## config.mk

```make
export PLATFORM = sky130hd
export DESIGN_NAME = reset_sequencer_flat
export DESIGN_NICKNAME = d
export VERILOG_FILES = /design/src/rtl/reset_sequencer_if.sv /design/src/rtl/reset_sequencer.sv /design/src/flat_wrapper.sv
export SDC_FILE = /design/constraint.sdc
export NUM_CORES = 1
export LEC_CHECK = 0
export CORE_MARGIN = 2
export CORE_UTILIZATION = 50
export CTS_CLUSTER_DIAMETER = 50
export DETAILED_ROUTE_END_ITERATION = 8
export PLACE_DENSITY = 0.74
export REMOVE_ABC_BUFFERS = 1
export SYNTH_ARGS = -nofsm -noshare
export SYNTH_HDL_FRONTEND = slang
export SYNTH_SLANG_ARGS = --single-unit
```

## constraint.sdc

```tcl
create_clock -name iCLK -period 1.9 [get_ports iCLK]
set_clock_uncertainty 0.2 [all_clocks]
set_input_delay 0.19 -clock iCLK [delete_from_list [all_inputs] [get_ports iCLK]]
set_output_delay 0.19 -clock iCLK [all_outputs]
set_load 0.05 [all_outputs]
```

## src/rtl/reset_sequencer_if.sv

```systemverilog
// Reset sequencer bus: asynchronous reset sources in, per-domain resets out.
interface reset_sequencer_if #(
    parameter int unsigned N_STAGES = 3
);
    logic                iREQ;
    logic                iLOCK;
    logic                iRESEQ;
    logic [N_STAGES-1:0] oRST;
    logic [N_STAGES-1:0] oPULSE;
    logic                oDONE;

    // Reset source side (board, GPIO, PLL).
    modport master (
        output iREQ,
        output iLOCK,
        output iRESEQ,
        input  oRST,
        input  oPULSE,
        input  oDONE
    );

    // Sequencer side.
    modport slave (
        input  iREQ,
        input  iLOCK,
        input  iRESEQ,
        output oRST,
        output oPULSE,
        output oDONE
    );
endinterface

```

## src/rtl/reset_sequencer.sv

```systemverilog
// Multi-stage reset sequencer: synchronises reset request and PLL lock,
// then releases N_STAGES reset domains in staggered order. Any request,
// lock loss or re-sequence strobe re-asserts every domain at once.
module reset_sequencer #(
    parameter int unsigned N_STAGES    = 3,
    parameter int unsigned BASE_DLY    = 4,
    parameter int unsigned STEP_DLY    = 3,
    parameter int unsigned SYNC_STAGES = 2
) (
    input  logic              iCLK,
    input  logic              iRST,
    reset_sequencer_if.slave  bus
);

    localparam int unsigned T_MAX = BASE_DLY + (N_STAGES - 1) * STEP_DLY;
    localparam int unsigned CNT_W = $clog2(T_MAX + 1);

    localparam logic [1:0] S_HOLD  = 2'd0;
    localparam logic [1:0] S_COUNT = 2'd1;
    localparam logic [1:0] S_DONE  = 2'd2;

    logic [SYNC_STAGES-1:0] req_sync;
    logic [SYNC_STAGES-1:0] lock_sync;
    logic                   req_s;
    logic                   lock_s;
    logic                   abort;

    logic [1:0]          state,   state_nx;
    logic [CNT_W-1:0]    cnt,     cnt_nx;
    logic [CNT_W-1:0]    cnt_inc;
    logic [N_STAGES-1:0] rst_q,   rst_nx;
    logic [N_STAGES-1:0] pulse_q, pulse_nx;
    logic                done_q,  done_nx;

    // Synchronisers; request chain powers up asserted, lock chain unlocked.
    always_ff @(posedge iCLK) begin
        if (iRST) begin
            req_sync  <= '1;
            lock_sync <= '0;
        end else begin
            req_sync  <= {req_sync[SYNC_STAGES-2:0], bus.iREQ};
            lock_sync <= {lock_sync[SYNC_STAGES-2:0], bus.iLOCK};
        end
    end

    assign req_s   = req_sync[SYNC_STAGES-1];
    assign lock_s  = lock_sync[SYNC_STAGES-1];
    // iRESEQ is already in the iCLK domain, so it aborts on the edge it is seen.
    assign abort   = req_s | ~lock_s | bus.iRESEQ;
    assign cnt_inc = cnt + CNT_W'(1);

    // State, counter and output registers.
    always_ff @(posedge iCLK) begin
        if (iRST) begin
            state   <= S_HOLD;
            cnt     <= '0;
            rst_q   <= '1;
            pulse_q <= '0;
            done_q  <= 1'b0;
        end else begin
            state   <= state_nx;
            cnt     <= cnt_nx;
            rst_q   <= rst_nx;
            pulse_q <= pulse_nx;
            done_q  <= done_nx;
        end
    end

    // Next-state, counter and release decode; abort always wins over release.
    always_comb begin
        state_nx = state;
        cnt_nx   = cnt;
        rst_nx   = rst_q;
        pulse_nx = '0;
        done_nx  = done_q;

        case (state)
            S_HOLD: begin
                cnt_nx  = '0;
                rst_nx  = '1;
                done_nx = 1'b0;
                if (!abort) begin
                    state_nx = S_COUNT;
                end
            end

            S_COUNT: begin
                if (abort) begin
                    state_nx = S_HOLD;
                    cnt_nx   = '0;
                    rst_nx   = '1;
                    done_nx  = 1'b0;
                end else begin
                    cnt_nx = cnt_inc;
                    for (int unsigned k = 0; k < N_STAGES; k++) begin
                        if (cnt_inc >= CNT_W'(BASE_DLY + k * STEP_DLY)) begin
                            rst_nx[k] = 1'b0;
                        end
                    end
                    pulse_nx = rst_q & ~rst_nx;
                    if (cnt_inc == CNT_W'(T_MAX)) begin
                        state_nx = S_DONE;
                        done_nx  = 1'b1;
                    end
                end
            end

            S_DONE: begin
                if (abort) begin
                    state_nx = S_HOLD;
                    cnt_nx   = '0;
                    rst_nx   = '1;
                    done_nx  = 1'b0;
                end else begin
                    rst_nx  = '0;
                    done_nx = 1'b1;
                end
            end

            default: begin
                state_nx = S_HOLD;
                cnt_nx   = '0;
                rst_nx   = '1;
                done_nx  = 1'b0;
            end
        endcase
    end

    assign bus.oRST   = rst_q;
    assign bus.oPULSE = pulse_q;
    assign bus.oDONE  = done_q;

endmodule

```

## src/flat_wrapper.sv

```systemverilog
// flat-port wrapper written by rule: the top's interface ports become plain ports
module reset_sequencer_flat 
#(
    parameter int unsigned N_STAGES    = 3,
    parameter int unsigned BASE_DLY    = 4,
    parameter int unsigned STEP_DLY    = 3,
    parameter int unsigned SYNC_STAGES = 2
)
  (iCLK, iRST, bus_iREQ, bus_iLOCK, bus_iRESEQ, bus_oRST, bus_oPULSE, bus_oDONE);
  reset_sequencer_if #(.N_STAGES(N_STAGES)) bus_i ();
  input  logic iCLK;
  input  logic iRST;
  input wire logic [$bits(bus_i.iREQ)-1:0] bus_iREQ;
  input wire logic [$bits(bus_i.iLOCK)-1:0] bus_iLOCK;
  input wire logic [$bits(bus_i.iRESEQ)-1:0] bus_iRESEQ;
  output wire logic [$bits(bus_i.oRST)-1:0] bus_oRST;
  output wire logic [$bits(bus_i.oPULSE)-1:0] bus_oPULSE;
  output wire logic [$bits(bus_i.oDONE)-1:0] bus_oDONE;
  assign bus_i.iREQ = bus_iREQ;
  assign bus_i.iLOCK = bus_iLOCK;
  assign bus_i.iRESEQ = bus_iRESEQ;
  assign bus_oRST = bus_i.oRST;
  assign bus_oPULSE = bus_i.oPULSE;
  assign bus_oDONE = bus_i.oDONE;
  reset_sequencer #(.N_STAGES(N_STAGES), .BASE_DLY(BASE_DLY), .STEP_DLY(STEP_DLY), .SYNC_STAGES(SYNC_STAGES)) u_core (.iCLK(iCLK), .iRST(iRST), .bus(bus_i));
endmodule
```

Run 1, signal wires on met2:
Cells faint in the background.
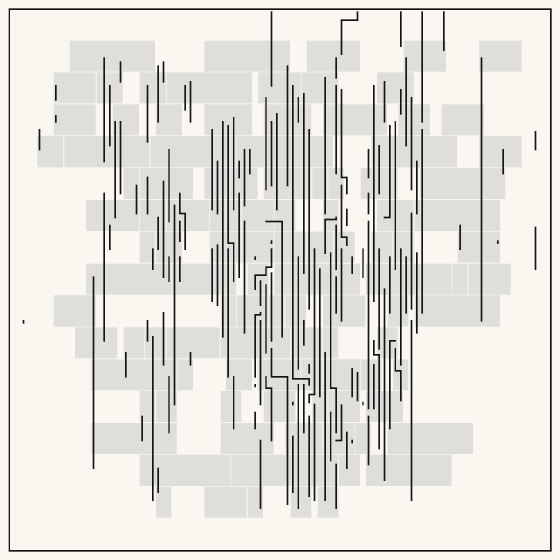
longest straight run	25.0 um
share of all routed wire	50%

Run 1, wires at chosen ports, followed through buffers:
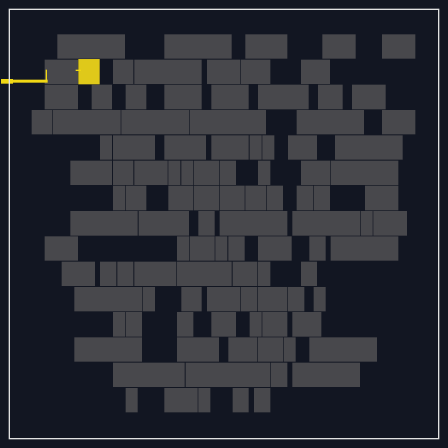
port	color	bits	direction	end cells	wire
`bus_iLOCK`	yellow	1	input	1	5.10 um

Run 1, placement by cell class:
Fill, decap, tap and diode cells in gray.
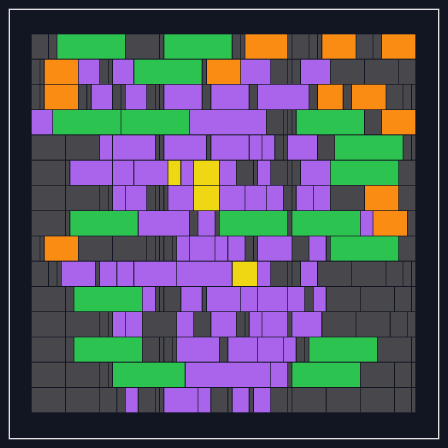
class	color	cells	share of their area
clock drivers and dummy loads	yellow	4	2.5%
all other logic	purple	74	53%
flops	green	17	33%
other buffers and delay cells	orange	12	12%

## run 1: metal layers
metal | up-vias | part of all wire | GRT usage
met5 | - | 0 | 0
met4 | 0 | 0.0081 | 0.0743
met3 | 2 | 0.031 | 0.0392
met2 | 16 | 0.50 | 0.303
met1 | 322 | 0.46 | 0.237
li1 | 355 | - | -
## run 1: cell families after synthesis
family / share of synthesized area
DFF: 0.384
and+or+nand+nor: 0.226
adders and majority gates: 0.0847
AOI/OAI and AO/OA: 0.186
muxes: 0.0480
xor gates and xnor gates: 0.0198
buffers and inverters: 0.0508
## run 1: cells in the final DEF, fill, tap and decap left out, types with 2 or more instances in the layout
| cell type | Yosys | final |
|---|---|---|
| nand2b_1 | 4 | 4 |
| or2_2 | 3 | 3 |
| nor4b_1 | 3 | 2 |
| nand3b_1 | 2 | 2 |
| dfxtp_1 | 17 | 16 |
| a21oi_1 | 7 | 7 |
| mux2i_1 | 2 | 2 |
| clkbuf_4 | 0 | 3 |
| nor2_1 | 7 | 7 |
| nor3_1 | 2 | 2 |
| ha_1 | 6 | 5 |
| nand3_1 | 3 | 3 |
| nor2b_1 | 2 | 2 |
| a21bo_2 | 2 | 2 |
| a31o_2 | 2 | 2 |
| nand2_1 | 3 | 3 |
| o21ai_0 | 5 | 5 |
| inv_1 | 7 | 7 |
| clkdlybuf4s50_1 | 0 | 10 |
## run 1: final timing paths
| kind | start | slack (ps) | cells past startpoint | end |
|---|---|---|---|---|
| worst max-delay path | u_core.bus.oRST[1] | 70 | 1 | bus_oRST[1] |
| worst min-delay path | u_core.req_sync[0] | 230 | 1 | u_core.req_sync[1] |
| worst max register to register | u_core.cnt[1] | 170 | 5 | u_core.bus.oRST[2] |
| worst min register to register | u_core.req_sync[0] | 230 | 1 | u_core.req_sync[1] |
## run 1: flip-flops by register name (all words and copies together), names as in the netlist
register,count
u_core.cnt,4
u_core.bus.oPULSE,3
u_core.bus.oDONE,1
u_core.bus.oRST,3
u_core.req_sync,2
u_core.lock_sync,2
u_core.state,2
## run 1: cell type report
| class | count | area (sq um) |
|---|---|---|
| inverter | 7 | 26.3 |
| tap | 17 | 21.3 |
| clock buffer | 4 | 26.3 |
| multi-input combinational | 67 | 526 |
| fill | 149 | 628 |
| sequential | 17 | 342 |
| timing repair buffer | 12 | 120 |
## run 1: where the power goes
group | leakage, nW | switching, mW | internal [mW]
Clock | 0.0150 | 0.110 | 0.0814
Combinational | 0.217 | 0.0771 | 0.0613
Sequential | 0.139 | 0.00890 | 0.371
Total | 0.371 | 0.196 | 0.514
==> impl_metrics.csv, run 1 <==
group,metric,value,unit
status,status,"finished clean",
power_and_ir_drop,leakage,0.371,nW
timing,worst_pin_slew,502,ps
run,warnings,29,
synth,ys_cells,95,
timing,maxSlewHeadroom,0.665,
cells_and_area,fin_util,0.628,
synth,top_area_cell,"dfxtp_1",
timing,finalWorstSetupSlack,65.8,ps
global_route,overflow,0,
critical_path,slowest_stage,"clkdlybuf4s50_1",
placed_design,post-place-ws,2.19,ps
timing,fmax,0.545,GHz
routing,ant_nets,0,
timing,finalMaxSlewViolations,0,
clock_tree,clock-root-buffer,"clkbuf_4",
synth,flop_cell,"dfxtp_1",
floorplanning,fp_util,0.524,
cells_and_area,drive_gt1_frac,0.187,
placed_design,gp_congestion,0.772,
power_and_ir_drop,p_per_area,669,nW/um^2
placed_design,place.port_buffers,11,
floorplanning,rows,15,
cells_and_area,diodes,0,
clock_tree,post_cts_buffers,0,
routing,drtIter0Drc,7,
synth,ys_seq_elements,17,
critical_path,critPathTopFamily,"buffers and inverters",
timing,setup_tns,0,ps
critical_path,critPathBufInv,1,
routing,routed_via_density,5.60,
cells_and_area,stdcell_count,124,
critical_path,max_stage_delay,800,ps
timing,finalCriticalPeriod,1830,ps
run,cap_violations,0,
routing,vias,695,
power_and_ir_drop,peakVddDrop,0.000339,V
clock_tree,cts.sinks,17,
synth,top_area_frac,0.384,
synth,async_reset_ff_frac,0,
synth,ys_types,34,
critical_path,worstSetupEndpointType,"output port",
timing,whs,225,ps
floorplanning,fp.coreArea,1690,sq um
routing,wl,1740,um
clock_tree,cts_tree,"done",
timing,grt_setup_unrepaired,"false",
cells_and_area,design_area,1060,sq um
critical_path,worstPathArrival,1440,ps
clock_tree,clock_latency,280,ps
placed_design,dpl.hpwl,1340,um
synth,yosys_area,886,sq um
synth,synth_area_per_cell,9.32,sq um
synth,synth-edff-count,0,
floorplanning,io_pins,12,
floorplanning,fp.dieW,46.1,um
routing,route.detailed.drc,0,
synth,synth_warnings,0,
clock_tree,cts.hold.buffers_added,0,
synth,ys_top_cells_by_area,"dfxtp_1, ha_1, a21oi_1",
synth,syn_inst,95,
timing,period_used_share,0.965,
==> inputs of run 2 (changes only) <==
CTS_CLUSTER_SIZE = 24   (was not set)
HOLD_SLACK_MARGIN = 0.03   (was not set)
Run 2, signal wires on met2:
Cells faint in the background.
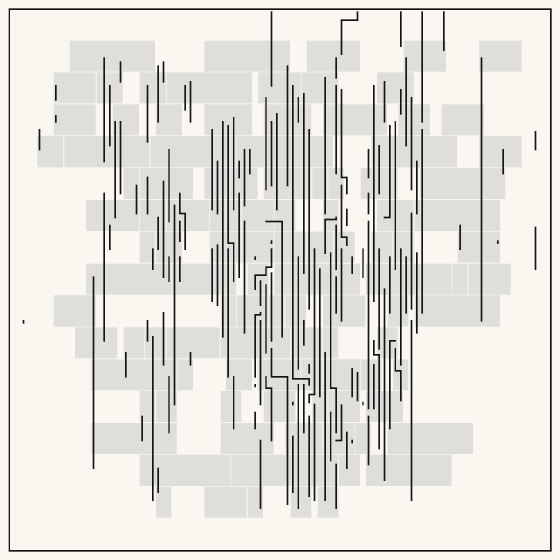
share of all routed wire	50%
wire length on this layer	872 um
longest straight run	25.0 um
drt total wl: 1740 um
Vias: 695

Run 2, placement by cell class:
Fill, decap, tap and diode cells in gray.
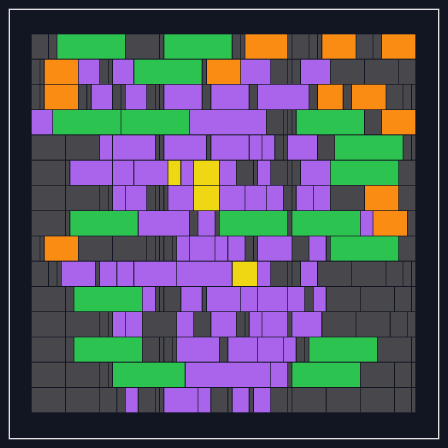
class	color	cells	share of their area
flops	green	17	33%
clock drivers and dummy loads	yellow	4	2.5%
other buffers and delay cells	orange	12	12%
all other logic	purple	74	53%
fin area: 1060 sq um
final core occ: 0.628
fraction of area in registers: 0.322
total core area: 1690 sq um
standard-cell rows: 15

==> impl_metrics.csv, run 2 <==
group,metric,value,unit
critical_path,required,1510,ps
synth,syn_area,886,sq um
hold_path,min_to,"u_core.req_sync[1]",
floorplanning,fp.dieW,46.1,um
routing,drtIter0Drc,7,
critical_path,path_cells,"clkdlybuf4s50_1",
critical_path,worstSetupEndpointType,"output port",
timing,setup_tns,0,ps
cells_and_area,drive_gt1_frac,0.187,
synth,async_reset_ff_frac,0,
synth,topCombFamilyByArea,"simple AND/OR/NAND/NOR gates",
routing,ant_nets,0,
placed_design,place_area,1010,sq um
critical_path,cp-start-kind,"flip-flop",
cells_and_area,largest_reg_flops,4,
placed_design,dpl.cell_count,120,
synth,synth_warnings,0,
timing,finalCriticalPeriod,1830,ps
cells_and_area,diodes,0,
global_route,antenna_found_initial,0,
power_and_ir_drop,p_per_area,669,nW/um^2
global_route,grt_usage,0.186,
run,cap_violations,0,
clock_tree,path_clk_slew,100,ps
timing,grt_setup_unrepaired,"false",
floorplanning,fp_util,0.524,
hold_path,hold_depth,1,
synth,synth-edff-count,0,
floorplanning,chipArea,2120,sq um
power_and_ir_drop,finalPower,710,uW
timing,maxSlewHeadroom,0.665,
power_and_ir_drop,leakage,0.371,nW
routing,route.detailed.drc,0,
timing,whs,225,ps
synth,flop_cell,"dfxtp_1",
clock_tree,htreeDepth,1,
synth,ys_top_cells_by_area,"dfxtp_1, ha_1, a21oi_1",
critical_path,timing.rr.end,"u_core.bus.oRST[2]",
critical_path,critPathTopFamily,"buffers and inverters",
synth,ys_top_cells_by_count,"dfxtp_1, a21oi_1, inv_1, nor2_1, ha_1",
placed_design,dpl.hpwl,1340,um
critical_path,worstPathMaxFanout,3,
critical_path,r2r_slack,170,ps
cells_and_area,final_nets,119,
power_and_ir_drop,peakVddDrop,0.000339,V
synth,most_common_cell,"dfxtp_1",
clock_tree,cts_tree,"done",
clock_tree,clock-root-buffer,"clkbuf_4",
run,warnings,29,
placed_design,post-place-ws,2.19,ps
clock_tree,cts.hold.buffers_added,0,
routing,routed_via_density,5.60,
timing,finalMaxSlewViolations,0,
critical_path,rr_startpoint,"u_core.cnt[1]",
cells_and_area,stdcell_count,124,
timing,setup_viol,0,
synth,top_area_frac,0.384,
critical_path,rr_worst_depth,5,
synth,ys_types,34,
synth,ys_cells,95,
clock_tree,ctsLongestPathBuffers,2,
cells_and_area,final_cell_mix,"dfxtp_1, clkdlybuf4s50_1, inv_1, a21oi_1, nor2_1",
timing,finalWorstSetupSlack,65.8,ps
hold_path,hold_path.class,"reg2reg",
timing,period_used_share,0.965,
cells_and_area,area_growth,19.8,%
clock_tree,cts.sinks,17,
hold_path,hp-start,"u_core.req_sync[0]",
global_route,grt_pass1_wl,2820,um
synth,top_area_cell,"dfxtp_1",
global_route,grt_pass1_vias,672,
synth,synthAoiAreaFrac,0.186,
status,status,"finished clean",
synth,ys_sh_simple,0.226,
critical_path,crit_type,"reg2out",
clock_tree,clock_latency,280,ps
critical_path,critPathBufInv,1,
timing,worst_pin_slew,502,ps
timing,fmax,0.545,GHz
placed_design,gp_congestion,0.772,
clock_tree,cts_buffers,3,
timing,hold_viol,0,
cells_and_area,regMostFlops,"u_core.cnt",
synth,synth_area_per_cell,9.32,sq um
critical_path,max_stage_delay,800,ps
synth,synthMuxAreaShare,0.0480,
global_route,grt_start_max_net_pins,13,
synth,ys_seq_frac,0.384,
synth,syn_inst,95,
global_route,overflow,0,
synth,adder_share,0.0847,
cells_and_area,lay_top_count,"dfxtp_1",
critical_path,worstPathArrival,1440,ps
synth,xor_area_frac,0.0198,
floorplanning,die_h,46.1,um
routing,dr.pass1.iters,4,
critical_path,slowest_stage,"clkdlybuf4s50_1",
synth,ys_seq_elements,17,
synth,yosys_area,886,sq um
routing,routedWlPerCell,14.0,um
Run 2, wires at chosen ports, followed through buffers:
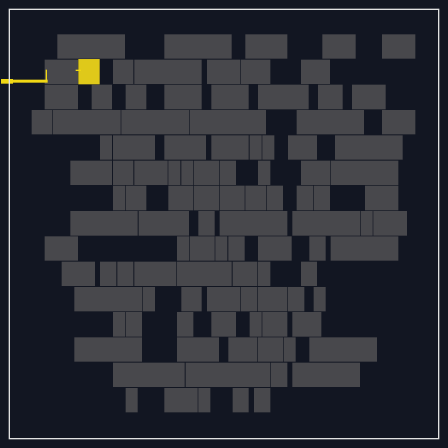
port	color	bits	direction	end cells	wire
`bus_iLOCK`	yellow	1	input	1	5.10 um
Port Buffers: 11
I/O pin total: 12

-- run 2: repair_timing --
action                     in CTS  in global routing
gates resized                   0                  6
hold endpoints to repair        0                  0
setup endpoints to repair       0                  8
setup buffers                   0                  0
-- run 2: power by group --
part	total (mW)	internal, mW	switching, mW
Sequential	0.380	0.371	0.00890
Combinational	0.138	0.0613	0.0771
Clock	0.192	0.0814	0.110
-- run 2: area by class of cell --
| class | instances | area, sq um |
|---|---|---|
| well taps | 17 | 21.3 |
| flip-flops and latches | 17 | 342 |
| inverters | 7 | 26.3 |
| clock buffers | 4 | 26.3 |
| multi-input cells | 67 | 526 |
| fillers | 149 | 628 |
| repair buffers | 12 | 120 |
-- run 2: worst max path at each step --
stage,startpoint,endpoint,slack [ps],depth (start not counted)
2_1_floorplan,u_core.cnt[0],u_core.bus.oDONE,240,5
3_5_place_dp,bus_iRESEQ,u_core.state[0],2,5
6_report,u_core.bus.oRST[1],bus_oRST[1],70,1
3_3_place_gp,bus_iRESEQ,u_core.state[1],40,5
4_1_cts,u_core.cnt[1],u_core.bus.oPULSE[1],10,5
5_1_grt,u_core.cnt[1],u_core.state[0],7,6
-- run 2: logic make-up (layout without fill, tap and decap cells) --
family                   Yosys count  after routing
buffers and inverters             11             23
AND-OR/OR-AND                     23             23
flip-flops                        17             17
XOR/XNOR                           2              2
multiplexers                       3              3
AND/OR/NAND/NOR                   33             33
adder cells (fa/ha/maj)            6              6
-- run 2: routing by layer --
layer / track usage / vias to the layer above / part of all wire
met3: 0.0392 / 2 / 0.031
li1: - / 355 / -
met5: 0 / - / 0
met1: 0.237 / 322 / 0.46
met2: 0.303 / 16 / 0.50
met4: 0.0743 / 0 / 0.0081
==> inputs of run 3 (changes only) <==
CAP_MARGIN = 40   (was not set)
GPL_TIMING_DRIVEN = 0   (was not set)
PLACE_DENSITY = 0.85   (was 0.74)
Run 3, metal 3:
Bar = 10 um.
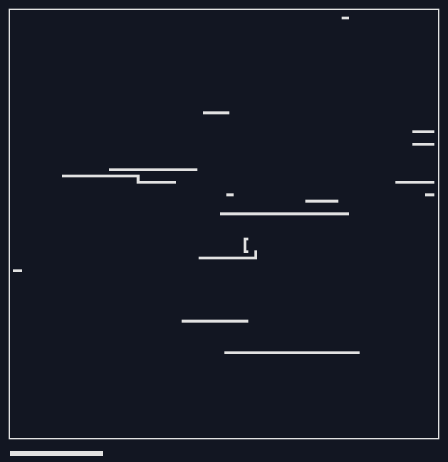
wire length on this layer	80.7 um
longest straight run	14.3 um
share of all routed wire	5.0%
nets with wire on the layer	13
main direction	horizontal
Global Route met3 Usage: 0.0392
drt total wl: 1620 um
Vias: 705

Run 3, wires at chosen ports, followed through buffers:
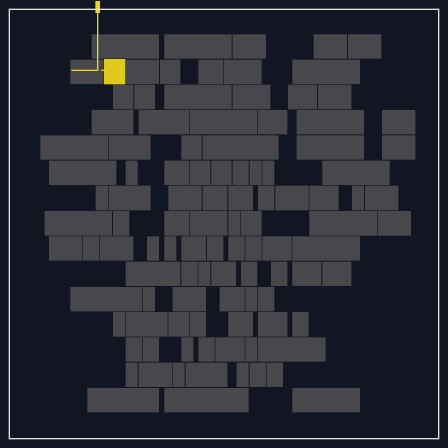
port	color	bits	direction	end cells	wire
`bus_iLOCK`	yellow	1	input	1	9.50 um

==> impl_metrics.csv, run 3 <==
group,metric,value,unit
cells_and_area,diodes,0,
synth,syn_inst,95,
synth,synth-edff-count,0,
cells_and_area,final_cell_mix,"dfxtp_1, clkdlybuf4s50_1, inv_1, a21oi_1, nor2_1",
synth,ys_seq_elements,17,
floorplanning,die_h,46.1,um
floorplanning,fp_util,0.524,
synth,flop_cell,"dfxtp_1",
critical_path,worstSetupEndpointType,"output port",
timing,worst_pin_slew,496,ps
critical_path,slowest_stage,"clkdlybuf4s50_1",
cells_and_area,final_nets,118,
critical_path,crit_path_start,"u_core.bus.oRST[2]",
clock_tree,clock-root-buffer,"clkbuf_4",
hold_path,hold_path.class,"reg2reg",
hold_path,hp-start,"u_core.req_sync[0]",
synth,top_area_cell,"dfxtp_1",
global_route,grt_pass1_vias,615,
run,cap_violations,0,
cells_and_area,drive_gt1_frac,0.189,
floorplanning,rows,15,
cells_and_area,stdcell_count,123,
timing,finalMaxSlewViolations,0,
floorplanning,fp.dieW,46.1,um
routing,routedWlPerCell,13.2,um
critical_path,crit_type,"reg2out",
global_route,grt_start_max_net_pins,13,
critical_path,critPathTopFamily,"buffers and inverters",
routing,routed_via_density,5.73,
synth,most_common_cell,"dfxtp_1",
critical_path,rr_startpoint,"u_core.state[1]",
routing,dr.pass1.iters,4,
floorplanning,io_pins,12,
floorplanning,chipArea,2120,sq um
power_and_ir_drop,leakage,0.367,nW
timing,setup_tns,0,ps
timing,finalCriticalPeriod,1850,ps
critical_path,worstPathArrival,1460,ps
cells_and_area,regMostFlops,"u_core.cnt",
cells_and_area,lay_top_count,"dfxtp_1",
cells_and_area,area_growth,18.2,%
clock_tree,cts.sinks,17,
placed_design,dpl.hpwl,1180,um
synth,ys_top_cells_by_area,"dfxtp_1, ha_1, a21oi_1",
synth,syn_area,886,sq um
synth,ys_cells,95,
clock_tree,cts_tree,"done",
critical_path,worstPathMaxFanout,3,
timing,setup_viol,0,
power_and_ir_drop,finalPower,712,uW
clock_tree,clock_latency,290,ps
status,status,"finished clean",
placed_design,dpl.cell_count,119,
synth,ys_top_cells_by_count,"dfxtp_1, a21oi_1, inv_1, nor2_1, ha_1",
synth,yosys_area,886,sq um
clock_tree,path_clk_slew,100,ps
power_and_ir_drop,peakVddDrop,0.000306,V
critical_path,path_cells,"clkdlybuf4s50_1",
global_route,antenna_found_initial,0,
timing,hold_viol,0,
clock_tree,cts.hold.buffers_added,0,
clock_tree,ctsLongestPathBuffers,2,
timing,fmax,0.541,GHz
run,warnings,29,
floorplanning,fp.coreArea,1690,sq um
clock_tree,htreeDepth,1,
global_route,grt_usage,0.176,
global_route,overflow,0,
timing,grt_setup_unrepaired,"false",
global_route,grt_pass1_wl,2620,um
critical_path,max_stage_delay,810,ps
cells_and_area,largest_reg_flops,4,
synth,synth_warnings,0,
timing,maxSlewHeadroom,0.668,
placed_design,place_area,998,sq um
critical_path,cp-start-kind,"flip-flop",
critical_path,required,1510,ps
clock_tree,cts_buffers,3,
synth,synth_area_per_cell,9.32,sq um
synth,async_reset_ff_frac,0,
synth,ys_seq_frac,0.384,
power_and_ir_drop,p_per_area,679,nW/um^2
cells_and_area,fillers,135,
synth,top_area_frac,0.384,
routing,route.detailed.drc,0,
critical_path,critPathBufInv,1,
placed_design,place.port_buffers,11,
timing,period_used_share,0.972,
placed_design,gp_congestion,0.796,
routing,drtIter0Drc,18,
synth,ys_types,34,
routing,ant_nets,0,
Run 3, placement by cell class:
Fill, decap, tap and diode cells in gray.
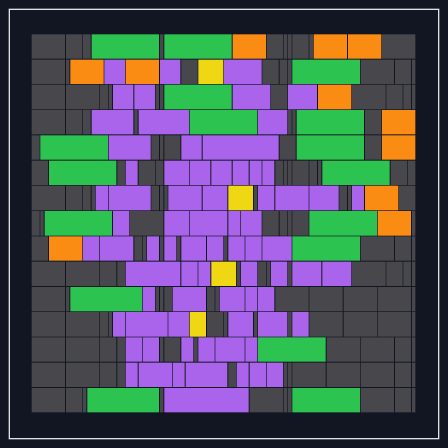
fraction of area in registers: 0.327
fin area: 1050 sq um
final core occ: 0.620

[run 3: cell counts after synthesis]
No cell type changed its count.
[run 3: area by class of cell]
cell class / count / area (sq um) / share of cell area
clock buffers: 3 / 22.5 / 0.0215
clock inverters: 1 / 5.00 / 0.00478
inverters: 7 / 26.3 / 0.0251
multi-input cells: 67 / 519 / 0.496
flip-flops and latches: 17 / 343 / 0.327
well taps: 17 / 21.3 / 0.0203
repair buffers: 11 / 110 / 0.105
[run 3: report_power, final]
part           internal [mW]  switching, mW  total, mW
Clock                 0.0783          0.117      0.195
Sequential             0.371        0.00830      0.380
Combinational         0.0602         0.0769      0.137
Total                  0.510          0.202      0.712
[run 3: per-stage QoR]
step,setup slack (ps),hold WS [ps]
after CTS,39.1,237
after detailed placement,-20.2,203
after floorplan,244,56.2
after global routing,10.9,242
final,52.7,238
after global placement,10.4,192
[run 3: metal layers]
metal | up-vias | part of all wire | wire, um | GRT usage
li1 | 352 | - | - | -
met5 | - | 0 | 0 | 0
met4 | 0 | 0.018 | 29 | 0.114
met2 | 24 | 0.50 | 806 | 0.258
met1 | 325 | 0.43 | 703 | 0.230
met3 | 4 | 0.049 | 80 | 0.0392
[run 3: cells by family after synthesis]
family          synth area share
fa+ha+maj                 0.0847
mux                       0.0480
flops                      0.384
simple gates               0.226
buf+inv                   0.0508
compound gates             0.186
xor+xnor                  0.0198
[run 3: path summary, 6_finish.rpt]
kind | to | slack, ps | cells past startpoint
worst max-delay path | bus_oRST[2] | 50 | 1
worst min-delay path | u_core.req_sync[1] | 240 | 1
worst max register to register | u_core.state[0] | 150 | 6
worst min register to register | u_core.req_sync[1] | 240 | 1
[run 3: timing repair]
action                     4_1_cts  5_1_grt
setup buffers                    0        0
resized                          0        5
setup endpoints to repair        0        6
Power and IR drop assume default switching activity.
